$ cat config.mk
export PLATFORM = sky130hd
export DESIGN_NAME = bnn_weight_loader
export DESIGN_NICKNAME = d
export VERILOG_FILES = /design/src/rtl/bnn_weight_loader.sv
export SDC_FILE = /design/constraint.sdc
export NUM_CORES = 1
export LEC_CHECK = 0
export ABC_CLOCK_PERIOD_IN_PS = 1700
export CAP_MARGIN = 5
export CORE_MARGIN = 4
export CORE_UTILIZATION = 26
export DETAILED_ROUTE_END_ITERATION = 16
export GPL_TIMING_DRIVEN = 0
export SYNTH_ARGS = -nofsm -noshare
export SYNTH_HDL_FRONTEND = slang
export SYNTH_SLANG_ARGS = --single-unit
$ cat constraint.sdc
create_clock -name clk -period 1.7 [get_ports clk]
set_input_delay 0.17 -clock clk [delete_from_list [all_inputs] [get_ports clk]]
set_output_delay 0.17 -clock clk [all_outputs]
set_load 0.01 [all_outputs]
$ cat src/rtl/bnn_weight_loader.sv
`default_nettype none
// ============================================================================
// bnn_weight_loader : framed nibble-stream loader for the BNN weight/threshold
// register file. Optional macro BNN_LOADER_CHECKSUM_EN adds the XOR checksum
// nibble, the CHK state and the err flag.
// Revision: 1.0
// ============================================================================
module bnn_weight_loader #(
  parameter int NUM_NEURONS = 20,
  parameter int ADDR_W      = 5,
  parameter int WEIGHT_W    = 8,
  parameter int THR_W       = 4
) (
  input  logic                clk,
  input  logic                reset,
  input  logic                ena,
  input  logic                load_en,
  input  logic [3:0]          nibble_in,
  output logic                wr_en,
  output logic [ADDR_W-1:0]   wr_addr,
  output logic [WEIGHT_W-1:0] wr_weight,
  output logic [THR_W-1:0]    wr_thr,
  output logic                busy,
  output logic                done,
  output logic                err
);

  typedef enum logic [2:0] {
    IDLE = 3'd0,
    W_LO = 3'd1,
    W_HI = 3'd2,
    THR  = 3'd3,
    CHK  = 3'd4
  } state_t;

  localparam logic [ADDR_W-1:0] LAST_IDX = ADDR_W'(NUM_NEURONS - 1);

  state_t                state_q, state_d;
  logic [ADDR_W-1:0]     idx_q, idx_d;
  logic [3:0]            lo_q, lo_d;
  logic [3:0]            hi_q, hi_d;
  logic                  wr_en_q, wr_en_d;
  logic [ADDR_W-1:0]     wr_addr_q, wr_addr_d;
  logic [WEIGHT_W-1:0]   wr_weight_q, wr_weight_d;
  logic [THR_W-1:0]      wr_thr_q, wr_thr_d;
  logic                  busy_q, busy_d;
  logic                  done_q, done_d;
`ifdef BNN_LOADER_CHECKSUM_EN
  logic [3:0]            acc_q, acc_d;
  logic                  err_q, err_d;
`endif

  logic w_accept;
  assign w_accept = ena & load_en;

  always_ff @(posedge clk) begin
    if (reset) begin
      state_q     <= IDLE;
      idx_q       <= '0;
      lo_q        <= '0;
      hi_q        <= '0;
      wr_en_q     <= 1'b0;
      wr_addr_q   <= '0;
      wr_weight_q <= '0;
      wr_thr_q    <= '0;
      busy_q      <= 1'b0;
      done_q      <= 1'b0;
`ifdef BNN_LOADER_CHECKSUM_EN
      acc_q       <= '0;
      err_q       <= 1'b0;
`endif
    end else begin
      state_q     <= state_d;
      idx_q       <= idx_d;
      lo_q        <= lo_d;
      hi_q        <= hi_d;
      wr_en_q     <= wr_en_d;
      wr_addr_q   <= wr_addr_d;
      wr_weight_q <= wr_weight_d;
      wr_thr_q    <= wr_thr_d;
      busy_q      <= busy_d;
      done_q      <= done_d;
`ifdef BNN_LOADER_CHECKSUM_EN
      acc_q       <= acc_d;
      err_q       <= err_d;
`endif
    end
  end

  always_comb begin
    state_d     = state_q;
    idx_d       = idx_q;
    lo_d        = lo_q;
    hi_d        = hi_q;
    wr_en_d     = 1'b0;
    wr_addr_d   = wr_addr_q;
    wr_weight_d = wr_weight_q;
    wr_thr_d    = wr_thr_q;
    busy_d      = busy_q;
    done_d      = done_q;
`ifdef BNN_LOADER_CHECKSUM_EN
    acc_d       = acc_q;
    err_d       = err_q;
`endif

    if (w_accept) begin
      case (state_q)
        IDLE: begin
          // First nibble of a frame is always weight[3:0] of neuron 0.
          lo_d    = nibble_in;
          idx_d   = '0;
          done_d  = 1'b0;
          busy_d  = 1'b1;
          state_d = W_HI;
`ifdef BNN_LOADER_CHECKSUM_EN
          acc_d   = nibble_in;
          err_d   = 1'b0;
`endif
        end
        W_LO: begin
          lo_d    = nibble_in;
          state_d = W_HI;
`ifdef BNN_LOADER_CHECKSUM_EN
          acc_d   = acc_q ^ nibble_in;
`endif
        end
        W_HI: begin
          hi_d    = nibble_in;
          state_d = THR;
`ifdef BNN_LOADER_CHECKSUM_EN
          acc_d   = acc_q ^ nibble_in;
`endif
        end
        THR: begin
          wr_en_d     = 1'b1;
          wr_addr_d   = idx_q;
          wr_weight_d = {hi_q, lo_q};
          wr_thr_d    = nibble_in;
`ifdef BNN_LOADER_CHECKSUM_EN
          acc_d       = acc_q ^ nibble_in;
`endif
          if (idx_q == LAST_IDX) begin
`ifdef BNN_LOADER_CHECKSUM_EN
            state_d = CHK;
`else
            state_d = IDLE;
            done_d  = 1'b1;
            busy_d  = 1'b0;
`endif
          end else begin
            idx_d   = idx_q + ADDR_W'(1);
            state_d = W_LO;
          end
        end
`ifdef BNN_LOADER_CHECKSUM_EN
        CHK: begin
          if (nibble_in == acc_q) begin
            done_d = 1'b1;
          end else begin
            err_d  = 1'b1;
          end
          busy_d  = 1'b0;
          state_d = IDLE;
        end
`endif
        default: begin
          state_d = IDLE;
        end
      endcase
    end
  end

  assign wr_en     = wr_en_q;
  assign wr_addr   = wr_addr_q;
  assign wr_weight = wr_weight_q;
  assign wr_thr    = wr_thr_q;
  assign busy      = busy_q;
  assign done      = done_q;
`ifdef BNN_LOADER_CHECKSUM_EN
  assign err       = err_q;
`else
  assign err       = 1'b0;
`endif

endmodule

`default_nettype wire

**Run 1: met1 routing**

Supply wires on this layer in gray.
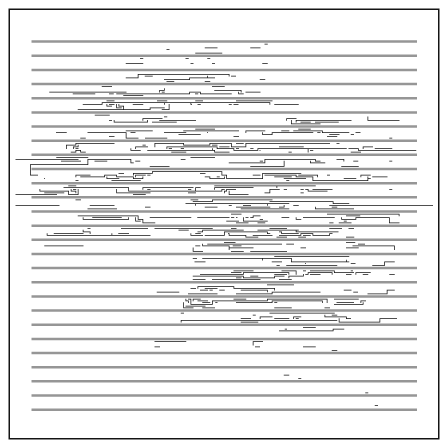
longest straight run = 32.2 um
wire length on this layer = 1650 um
share of all routed wire = 51%

**Run 1: metal 2**

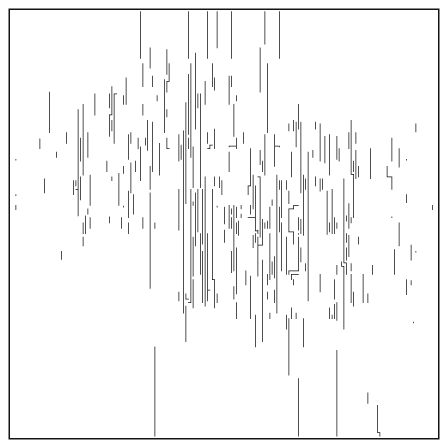
nets with wire on the layer = 162
share of all routed wire = 42%

==> qor.csv, run 1 <==
stage,metric,value,unit
run_status,status,completed,
floorplanning,die_y,82.2,um
yosys,synth_warnings,0,
flow_run,max_cap_viol_count,0,
pwr,comb-power,0.0000992,W
cts,htreeDepth,2,
final_timing,rsz0062_at_grt,false,
worst_setup_path,crit_path_cell_trace,ha_1 > or3b_1 > a311oi_1 > a211o_1,
route,wl,3210,um
floorplanning,fp-row-count,26,
worst_setup_path,cpPeakStageDelay,0.42,ns
yosys,synthArstFlopShare,0,
floorplanning,io_pins,29,
finish,register_area,701,um2
final_timing,tns,0,ns
pwr,power.share.sequential,0.525,
final_timing,finalCritPeriodShare,0.863,
pwr,ir_worst_vdd,466,uV
pwr,pwr-share-comb,0.062,
worst_setup_path,r2r_cells,4,
pwr,power.switching,0.000351,W
final_timing,layout_min_cycle_time,1.47,ns
finish,lay_top_cells,"nand2_1 (38), dfxtp_1 (35), clkdlybuf4s50_1 (24), a21oi_1 (18), nor2_1 (10)",
pwr,p_leak,0.699,nW
yosys,ys_top_cells_by_count,"nand2_1 (38), dfxtp_1 (35), a21oi_1 (18), nor2_1 (10), mux2i_1 (8)",
finish,comb_area,639,um2
worst_setup_path,crit_slowest_cell,dfxtp_1,
finish,fillers,555,
yosys,fp_nets,168,
yosys,ys_area,0.00143,mm2
route,postRouteAntennaNets,0,
finish,antennaDiodeCount,0,
route,initialDrtViolationCount,91,
finish,drive_gt1_frac,0.105,
worst_setup_path,ff2ff_setup_slack,0.23,ns
cts,ctsResizeCount,0,
yosys,top_area_cell,dfxtp_1,
yosys,yosysMostFrequentCell,nand2_1,
cts,cts_sinks,35,
grt,grt-ovfl-total,0,
yosys,synth_top_area_share,0.489,
yosys,synth-main-ff-cell,dfxtp_1,
pwr,clock_power_share,0.413,
finish,layout_top_cell,nand2_1,
final_timing,max_freq,0.682,GHz
pwr,powerClk,0.000658,W
grt,grt_use_total,0.105,
flow_run,log.warning_count,26,
yosys,edf_count,0,
min_path,whs_endpoint,done,
yosys,ys_seq_share,0.489,
yosys,mux_share,0.0559,
min_path,hold_path_class,input port to flop,
finish,nets,199,
finish,syn_to_final_growth,29.9,%
grt,grt_max_degree,11,
worst_setup_path,crit_fanout,5,
route,dr_total_vias,1200,
yosys,ys_sh_xor,0,
route,wl_per_cell,12.3,um
worst_setup_path,path_class,flop to flop,
worst_setup_path,cp.required,1.93,ns
yosys,top_logic_kind,simple AND/OR/NAND/NOR gates,
pwr,sw_frac_of_total,0.220,
**Run 1: metal 3**

Scale bar: 20 um.
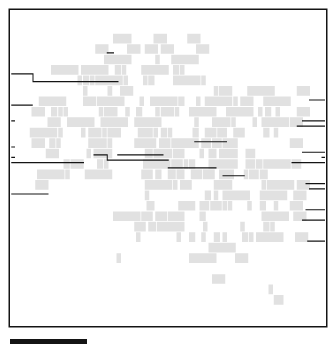
wire length on this layer = 180 um
nets with wire on the layer = 21
share of all routed wire = 5.6%

**Run 1: clock wiring as the flow saved it**

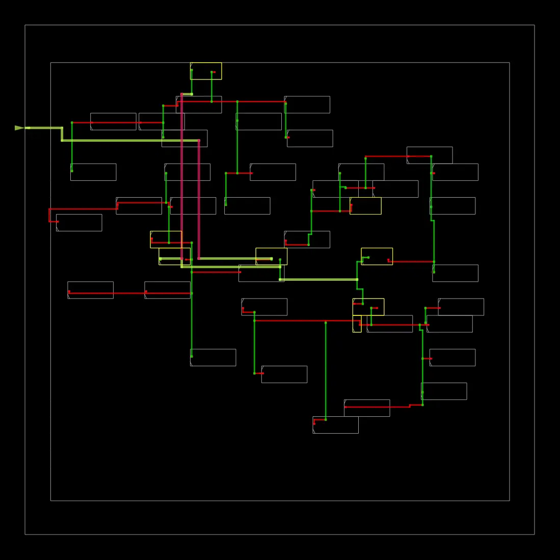
Worst Clk Skew: 0.00315 ns
CTS Buf Count: 5
seq_cells: 35
clock buffers: 8

run 1: critical path: cells and delay by family, from the launching register on:
| family | cells | cell delay, ns |
|---|---|---|
| AND/OR/NAND/NOR | 1 | 0.35 |
| adder cells (fa/ha/maj) | 1 | 0.24 |
| AND-OR/OR-AND | 2 | 0.41 |
| flip-flops | 1 | 0.42 |
run 1: how the worst max path moves through the flow:
stage	to	slack, ns	depth (start not counted)	startpoint
3_5_place_dp	idx_q[4]	0.26	4	idx_q[0]
5_1_grt	idx_q[4]	0.08	4	idx_q[0]
6_report	idx_q[4]	0.23	4	idx_q[0]
2_1_floorplan	idx_q[4]	0.39	4	idx_q[0]
3_3_place_gp	idx_q[4]	0.27	4	idx_q[0]
4_1_cts	idx_q[4]	0.24	4	idx_q[0]
run 1: area by class of cell:
class                   count  share of cell area
clock buffers               8              0.0538
inverters                   3             0.00605
well taps                  70              0.0471
multi-input cells         108               0.344
plain buffers              13              0.0437
flip-flops and latches     35               0.377
repair buffers             24               0.129
run 1: routing by layer:
| metal | wire length, um | vias up | GRT usage |
|---|---|---|---|
| met3 | 180 | 4 | 0.0325 |
| met1 | 1650 | 561 | 0.144 |
| met4 | 45 | 0 | 0.0399 |
| met2 | 1340 | 27 | 0.151 |
| li1 | - | 608 | - |
| met5 | 0 | - | 0 |
run 1: through the flow:
step	setup WS, ns	hold WS, ns	std cells	area, um2	utilization
global placement	0.269	0.443	253	1760	0.336
floorplan	0.386	0.306	159	1430	-
global route	0.0764	0.367	261	1860	0.355
finish	0.234	0.343	261	1860	0.355
detailed placement	0.260	0.447	253	1760	0.336
CTS	0.237	0.325	261	1860	0.355
run 1: flip-flops by register name, summed over array words and instances, names as in the netlist, 2 cells and up:
name,count
lo_q,4
state_q,2
hi_q,4
wr_thr,4
idx_q,5
wr_addr,5
wr_weight,8
==> inputs of run 2 (changes only) <==
--- a/config.mk
+++ b/config.mk
@@ -6,7 +6,6 @@
 export NUM_CORES = 1
 export LEC_CHECK = 0
 export ABC_CLOCK_PERIOD_IN_PS = 1700
-export CAP_MARGIN = 5
 export CORE_MARGIN = 4
 export CORE_UTILIZATION = 26
 export DETAILED_ROUTE_END_ITERATION = 16
==> run 2 against run 1 <==
- critical endpoint unchanged
- largest power group unchanged
- power is the same
- cell count stayed put
- maximum frequency is the same
- clock skew unchanged
- worst setup slack unchanged
- worst hold slack unchanged
==> qor.csv, run 2 <==
stage,metric,value,unit,change
grt,antenna_found_initial,0,,
cts,cts_max_path_buffers,2,,
run_status,status,completed,,
grt,met3_usage,0.0325,,unchanged
worst_setup_path,end_kind,flop,,
grt,grt_pass1_vias,1160,,
yosys,syn_area,0.00143,mm2,
finish,largest_reg_flops,8,,unchanged
placement,pre_cts_slack,0.260,ns,unchanged
route,postRouteAntennaNets,0,,unchanged
worst_setup_path,cp.required,1.93,ns,about the same
cts,cts_tree,yes,,
yosys,fp_nets,168,,unchanged
floorplanning,die_y,82.2,um,unchanged
worst_setup_path,cp-endpoint,idx_q[4],,
finish,nets,199,,unchanged
grt,top_usage_layer,met2,,
yosys,synth-main-ff-cell,dfxtp_1,,
final_timing,finalCritPeriodShare,0.863,,unchanged
placement,placed_cell_area,0.00176,mm2,unchanged
yosys,syn_area_per_cell,9.01,um2,
yosys,ys_cells,159,,
finish,antennaDiodeCount,0,,unchanged
pwr,ir_worst_vdd,466,uV,unchanged
yosys,synth_warnings,0,,unchanged
grt,grt_use_total,0.105,,unchanged
route,initialDrtViolationCount,91,,unchanged
floorplanning,fp-row-count,26,,unchanged
finish,lay_top_cells,"nand2_1 (38), dfxtp_1 (35), clkdlybuf4s50_1 (24), a21oi_1 (18), nor2_1 (10)",,
grt,gr-usage-met2,0.151,,unchanged
worst_setup_path,r2r_cells,4,,unchanged
flow_run,max_cap_viol_count,0,,unchanged
route,dr_total_vias,1200,,unchanged
worst_setup_path,crit_arrival,1.70,ns,
worst_setup_path,path_class,flop to flop,,
final_timing,rsz0062_at_grt,false,,
route,drc_errors,0,,
worst_setup_path,r2r-end,idx_q[4],,
yosys,ys.flops,35,,
cts,ctsResizeCount,0,,unchanged
yosys,top_area_cell,dfxtp_1,,
min_path,hold_path_class,input port to flop,,
floorplanning,die_width,82.2,um,
cts,cts_root_buf,clkbuf_8,,
grt,grt_first_pass_wirelength,5380,um,
pwr,p_total,0.00159,W,
cts,clk_pin_slew_worst_paths,0.07,ns,
flow_run,log.warning_count,26,,unchanged
final_timing,max_freq,0.682,GHz,unchanged
cts,post_cts_buffers,0,,
placement,dp_hpwl,2240,um,
floorplanning,fp-utilization,0.274,,
final_timing,layout_min_cycle_time,1.47,ns,unchanged
cts,htreeDepth,2,,unchanged
cts,ctsHoldBuffers,0,,
yosys,ys_area,0.00143,mm2,unchanged
finish,final_area,0.00186,mm2,unchanged
final_timing,finalHoldViolCount,0,,
grt,use_met1,0.144,,unchanged
worst_setup_path,cp-start-kind,flop,,
yosys,synth_cells,159,,
yosys,ys_top_cells_by_count,"nand2_1 (38), dfxtp_1 (35), a21oi_1 (18), nor2_1 (10), mux2i_1 (8)",,
finish,layout_top_cell,nand2_1,,
final_timing,tns,0,ns,unchanged
final_timing,drv_slew,0,,
yosys,synth_top_area_share,0.489,,unchanged
route,first_pass_iters,4,,
yosys,ys_seq_share,0.489,,unchanged
floorplanning,core_area,0.00524,mm2,
route,via_per_inst,4.60,,
worst_setup_path,crit_fanout,5,,unchanged
finish,layout.cells.non_filler,261,,unchanged
floorplanning,io_pins,29,,unchanged
route,wl,3210,um,unchanged
pwr,powerDensity,857,mW/mm2,
placement,place_inst,253,,unchanged
cts,cts_inserted_buffers,5,,unchanged
finish,drive_gt1_frac,0.105,,unchanged
yosys,yosysUniqueCellTypes,36,,
final_timing,layout_setup_ws,0.234,ns,unchanged
finish,fin_util,0.355,,unchanged
yosys,synthArstFlopShare,0,,unchanged
final_timing,fin_worst_skew,0.00315,ns,unchanged
worst_setup_path,crit_path_start,idx_q[0],,
final_timing,final-setup-viol-count,0,,
worst_setup_path,rr_startpoint,idx_q[0],,
yosys,edf_count,0,,unchanged
grt,grt-ovfl-total,0,,unchanged
yosys,ys_top_cells_by_area,"dfxtp_1 (49%), nand2_1 (10%), a21oi_1 (6.3%), mux2i_1 (5.6%), buf_4 (3.1%)",,
final_timing,whs,0.343,ns,unchanged
worst_setup_path,ff2ff_setup_slack,0.23,ns,about the same
pwr,p_leak,0.699,nW,unchanged
grt,grt_max_degree,11,,unchanged
finish,syn_to_final_growth,29.9,%,unchanged
floorplanning,chipArea,0.00676,mm2,
placement,numPortBuffers,24,,
placement,place.gp.congestion,0.809,,
route,wl_per_cell,12.3,um,unchanged
yosys,yosysMostFrequentCell,nand2_1,,
==> run 2: cell counts after synthesis <==
No cell type changed its count.
==> run 2: worst min path at each step <==
stage                 start      endpoint  slack, ns  cells past startpoint
2_1_floorplan  nibble_in[0]     wr_thr[0]       0.31                      2
3_3_place_gp        hi_q[1]  wr_weight[5]       0.44                      2
3_5_place_dp        lo_q[2]  wr_weight[2]       0.45                      2
4_1_cts             load_en          done       0.32                      4
5_1_grt             load_en      idx_q[3]       0.37                      4
6_report            load_en          done       0.34                      4
==> run 2: cells by family (layout without fill, tap and decap cells) <==
logic type | Yosys count | after routing | synth area share
and+or+nand+nor | 66 | 66 | 0.235
muxes | 8 | 8 | 0.0559
buffers and inverters | 16 | 48 | 0.0646
DFF | 35 | 35 | 0.489
adders and majority gates | 1 | 1 | 0.00873
other | 1 | 1 | 0.00262
AOI/OAI and AO/OA | 32 | 32 | 0.144
==> run 2: cell type report <==
class / instances / area [um2]
Tap cell: 70 / 87.6
Multi-Input combinational cell: 108 / 639
Fill cell: 555 / 3380
Clock buffer: 8 / 100
Timing Repair Buffer: 24 / 240
Inverter: 3 / 11.3
Buffer: 13 / 81.3
Sequential cell: 35 / 701
==> run 2: power by group <==
| part | switching [W] | internal, W |
|---|---|---|
| Clock | 0.000288 | 0.000370 |
| Combinational | 0.0000569 | 0.0000423 |
| Sequential | 0.00000552 | 0.000832 |
| Total | 0.000351 | 0.00124 |
==> run 2: per-layer routing <==
layer | wire (um) | vias up
met2 | 1340 | 27
met3 | 180 | 4
li1 | - | 608
met1 | 1650 | 561
met4 | 45 | 0
met5 | 0 | -
==> run 2: worst max-delay path, cell delays in order (launching register included) <==
cell	delay, ns
dfxtp_1	0.42
ha_1	0.24
or3b_1	0.35
a311oi_1	0.28
a211o_1	0.13
**Run 2: clock wiring as the flow saved it**

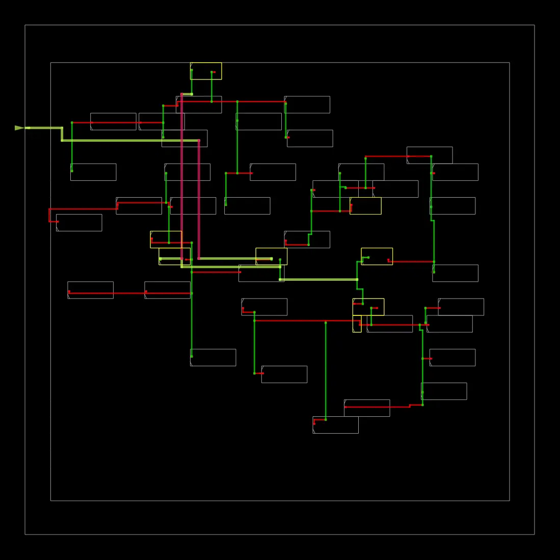
clock sink count: 35
Insertion Delay late pin: 0.28 ns
Clock Power: 0.000658 W

==> inputs of run 3 (changes only) <==
--- a/config.mk
+++ b/config.mk
@@ -10,6 +10,7 @@
 export CORE_UTILIZATION = 26
 export DETAILED_ROUTE_END_ITERATION = 16
 export GPL_TIMING_DRIVEN = 0
+export REMOVE_ABC_BUFFERS = 1
 export SYNTH_ARGS = -nofsm -noshare
 export SYNTH_HDL_FRONTEND = slang
 export SYNTH_SLANG_ARGS = --single-unit
==> run 3 against run 2 <==
- power down 8.3%
- non-clock buffer count down 10
- global-route usage down 0.90 points
- critical path type unchanged
- highest routed layer unchanged
==> qor.csv, run 3 <==
stage,metric,value,unit,change
run_status,status,completed,,
cts,cts_sinks,35,,unchanged
cts,cts_root_buf,clkbuf_8,,
finish,nets,190,,-4.5%
final_timing,finalCritPeriodShare,0.921,,+0.0585
finish,register_area,701,um2,unchanged
worst_setup_path,cp.required,1.87,ns,-0.06 ns
yosys,ys_area,0.00143,mm2,unchanged
finish,buf_share,0.151,,-0.0218
floorplanning,io_pins,29,,unchanged
yosys,synth_warnings,0,,unchanged
flow_run,log.warning_count,25,,-3.8%
grt,grt-ovfl-total,0,,unchanged
cts,cts_max_path_buffers,2,,unchanged
finish,largest_reg_flops,8,,unchanged
yosys,ys_top_cells_by_count,"nand2_1 (38), dfxtp_1 (35), a21oi_1 (18), nor2_1 (10), mux2i_1 (8)",,
route,initialDrtViolationCount,83,,-8.8%
floorplanning,taps,70,,unchanged
worst_setup_path,end_kind,flop,,
yosys,ys_cells,159,,unchanged
yosys,synth-simple-area-share,0.235,,unchanged
yosys,edf_count,0,,unchanged
final_timing,worst_slew_pin_slew,0.754,ns,
final_timing,final-setup-viol-count,0,,unchanged
finish,inverters_excl_clock,3,,unchanged
grt,antenna_found_initial,0,,unchanged
finish,nNonClkBuffers,27,,-27%
placement,numPortBuffers,27,,+13%
yosys,yosys.area_share.aoi,0.144,,unchanged
yosys,top_area_cell,dfxtp_1,,
final_timing,fin_worst_skew,0.00486,ns,+0.00171 ns
floorplanning,fp-utilization,0.274,,unchanged
grt,grt_first_pass_wirelength,5100,um,-5.3%
finish,syn_to_final_growth,25.5,%,
final_timing,finalHoldViolCount,0,,unchanged
finish,layout_top_cell,nand2_1,,
yosys,top_logic_kind,simple AND/OR/NAND/NOR gates,,
yosys,synth_top_area_share,0.489,,unchanged
worst_setup_path,cp-endpoint,idx_q[0],,
worst_setup_path,cp-start-kind,flop,,
yosys,synthArstFlopShare,0,,unchanged
route,postRouteAntennaNets,0,,unchanged
placement,placed_cell_area,0.00171,mm2,-2.9%
yosys,yosysMostFrequentCell,nand2_1,,
finish,n_clock_buffer,6,,-2
cts,ctsHoldBuffers,0,,unchanged
cts,cts_inserted_buffers,5,,unchanged
finish,flops,35,,unchanged
yosys,ys_top_cells_by_area,"dfxtp_1 (49%), nand2_1 (10%), a21oi_1 (6.3%), mux2i_1 (5.6%), buf_4 (3.1%)",,
finish,lay_top_cells,"nand2_1 (38), dfxtp_1 (35), clkdlybuf4s50_1 (26), a21oi_1 (18), nor2_1 (10)",,
final_timing,max_freq,0.639,GHz,-6.4%
worst_setup_path,critical_path.top_delay_family,simple AND/OR/NAND/NOR gates,,
placement,dp_hpwl,1960,um,-12%
finish,antennaDiodeCount,0,,unchanged
yosys,ys.flops,35,,unchanged
finish,seq_share,0.390,,+0.0131
worst_setup_path,rr_startpoint,state_q[0],,
grt,grt_use_total,0.0957,,-0.00898
finish,fillers,553,,-0.36%
grt,grt_pass1_vias,1176,,+1.4%
yosys,mux_share,0.0559,,unchanged
placement,place.gp.congestion,0.733,,-9.4%
cts,clk_pin_slew_worst_paths,0.07,ns,about the same
min_path,hold_path_class,flop to flop,,
yosys,synth-main-ff-cell,dfxtp_1,,
pwr,powerDensity,813,mW/mm2,-5.1%
finish,final_area,0.00180,mm2,-3.4%
final_timing,drv_slew,0,,unchanged
yosys,syn_area,0.00143,mm2,unchanged
worst_setup_path,r2r_cells,3,,-1
cts,htreeDepth,2,,unchanged
finish,comb_cells,109,,+0.93%
worst_setup_path,path_class,flop to flop,,
pwr,ir_worst_vdd,430,uV,-7.7%
worst_setup_path,ff2ff_setup_slack,0.13,ns,-0.10 ns
worst_setup_path,cpPeakStageDelay,0.59,ns,+0.17 ns
route,wl,3060,um,-4.8%
final_timing,layout_min_cycle_time,1.57,ns,+0.0994 ns
worst_setup_path,crit_path_cell_trace,and4_4 > nand2b_1 > a31o_2,,
worst_setup_path,crit_fanout,19,,+14
floorplanning,die_width,82.2,um,unchanged
pwr,p_leak,0.655,nW,-6.3%
worst_setup_path,cp_num_buf_inv,0,,unchanged
yosys,adder_share,0.00873,,unchanged
grt,grt_max_degree,38,,+27
route,dr_total_vias,1142,,-4.8%
finish,comb_area,654,um2,+2.3%
route,first_pass_iters,4,,unchanged
floorplanning,die_y,82.2,um,unchanged
finish,area_share_clock_buf_inv,0.0404,,-0.0134
final_timing,relSlewSlack,0.497,,
worst_setup_path,r2r-end,idx_q[0],,
finish,sh_comb_area,0.364,,+0.0203
cts,cts_tree,yes,,
yosys,yosysUniqueCellTypes,36,,unchanged
worst_setup_path,worstSetupPathDepth,3,,-1
yosys,ys_sh_xor,0,,unchanged
route,via_per_inst,4.57,,-0.65%
yosys,ys_seq_share,0.489,,unchanged
floorplanning,fp-row-count,26,,unchanged
finish,largest_cell_class,sequential cells,,
yosys,synth_cells,159,,unchanged
floorplanning,chipArea,0.00676,mm2,unchanged
finish,drive_gt1_frac,0.0667,,-0.0380
cts,clock_latency,0.27,ns,about the same
worst_setup_path,crit_path_start,state_q[0],,
worst_setup_path,crit_slowest_cell,dfxtp_1,,
route,wl_per_cell,12.2,um,-0.64%
worst_setup_path,crit_arrival,1.74,ns,+0.04 ns
final_timing,tns,0,ns,unchanged
flow_run,max_cap_viol_count,0,,unchanged
final_timing,rsz0062_at_grt,false,,
yosys,syn_area_per_cell,9.01,um2,unchanged
route,drc_errors,0,,unchanged
floorplanning,core_area,0.00524,mm2,unchanged
[run 3: repair_timing]
item,CTS,global route
gates cloned,0,1
buffers inserted,0,0
endpoints found under the setup margin,6,4
pin swaps,0,1
gates resized,4,1
[run 3: where the power goes]
part / switching, W / leakage, nW / total [W] / internal (W)
Clock: 0.000257 / 0.0371 / 0.000530 / 0.000273
Sequential: 0.0000150 / 0.283 / 0.000847 / 0.000832
Combinational: 0.0000476 / 0.335 / 0.0000851 / 0.0000375
[run 3: cells by family (layout without fill, tap and decap cells)]
| kind of cell | count (synthesis) | after routing |
|---|---|---|
| AND/OR/NAND/NOR | 66 | 67 |
| flip-flops | 35 | 35 |
| AND-OR/OR-AND | 32 | 32 |
| buffers and inverters | 16 | 36 |
| multiplexers | 8 | 8 |
| adder cells (fa/ha/maj) | 1 | 1 |
| other | 1 | 1 |
[run 3: worst min-delay path by stage]
stage                       startpoint           end  depth (start not counted)
final                     wr_weight[3]  wr_weight[3]                          2
after CTS                 wr_weight[4]  wr_weight[4]                          2
after global placement         hi_q[1]  wr_weight[5]                          2
after global routing        wr_addr[4]    wr_addr[4]                          2
after floorplan                  reset          done                          1
after detailed placement  wr_weight[4]  wr_weight[4]                          2
[run 3: through the flow]
step	std cells	hold slack (ns)	utilization	total power, W	setup WS [ns]
floorplan	146	0.239	-	0.000896	0.189
global placement	243	0.444	0.326	0.000947	-0.732
detailed placement	243	0.446	0.326	0.000948	-0.690
CTS	249	0.455	0.341	0.00148	0.0344
global route	250	0.471	0.343	0.00152	0.00247
finish	250	0.453	0.343	0.00146	0.134
[run 3: per-layer routing]
layer  wire (um)  up-vias  GRT usage
met4          38        0     0.0382
met2        1380       24      0.155
li1            -      591          -
met5           0        -          0
met1        1470      522      0.118
met3         163        5     0.0293
**Run 3: met1 routing**

Supply wires on this layer in gray.
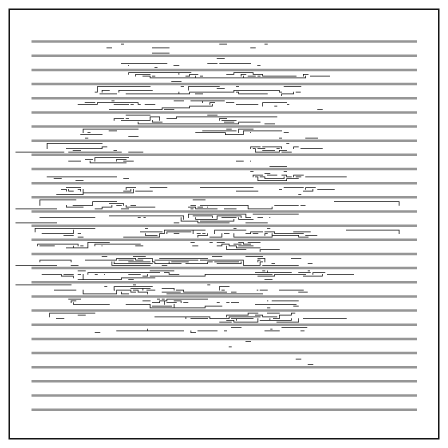
main direction = horizontal
nets with wire on the layer = 170


==> gallery <==
Logic cells by family.
panel A
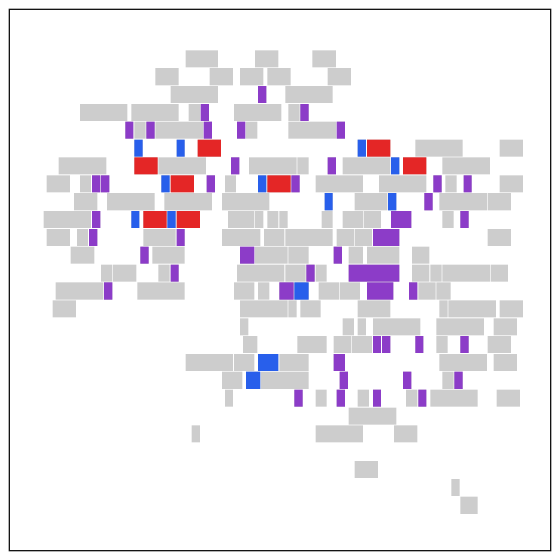
panel B
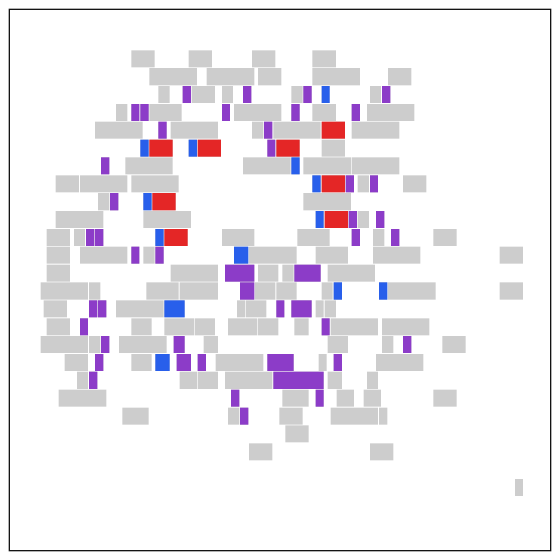
run 1: panel A
run 3: panel B

Key to panel A:
red -> multiplexers  # cells 8
purple -> NAND gates  # cells 45
blue -> NOR gates  # cells 13

No activity file was given, so power comes from the tool's default toggle rates.
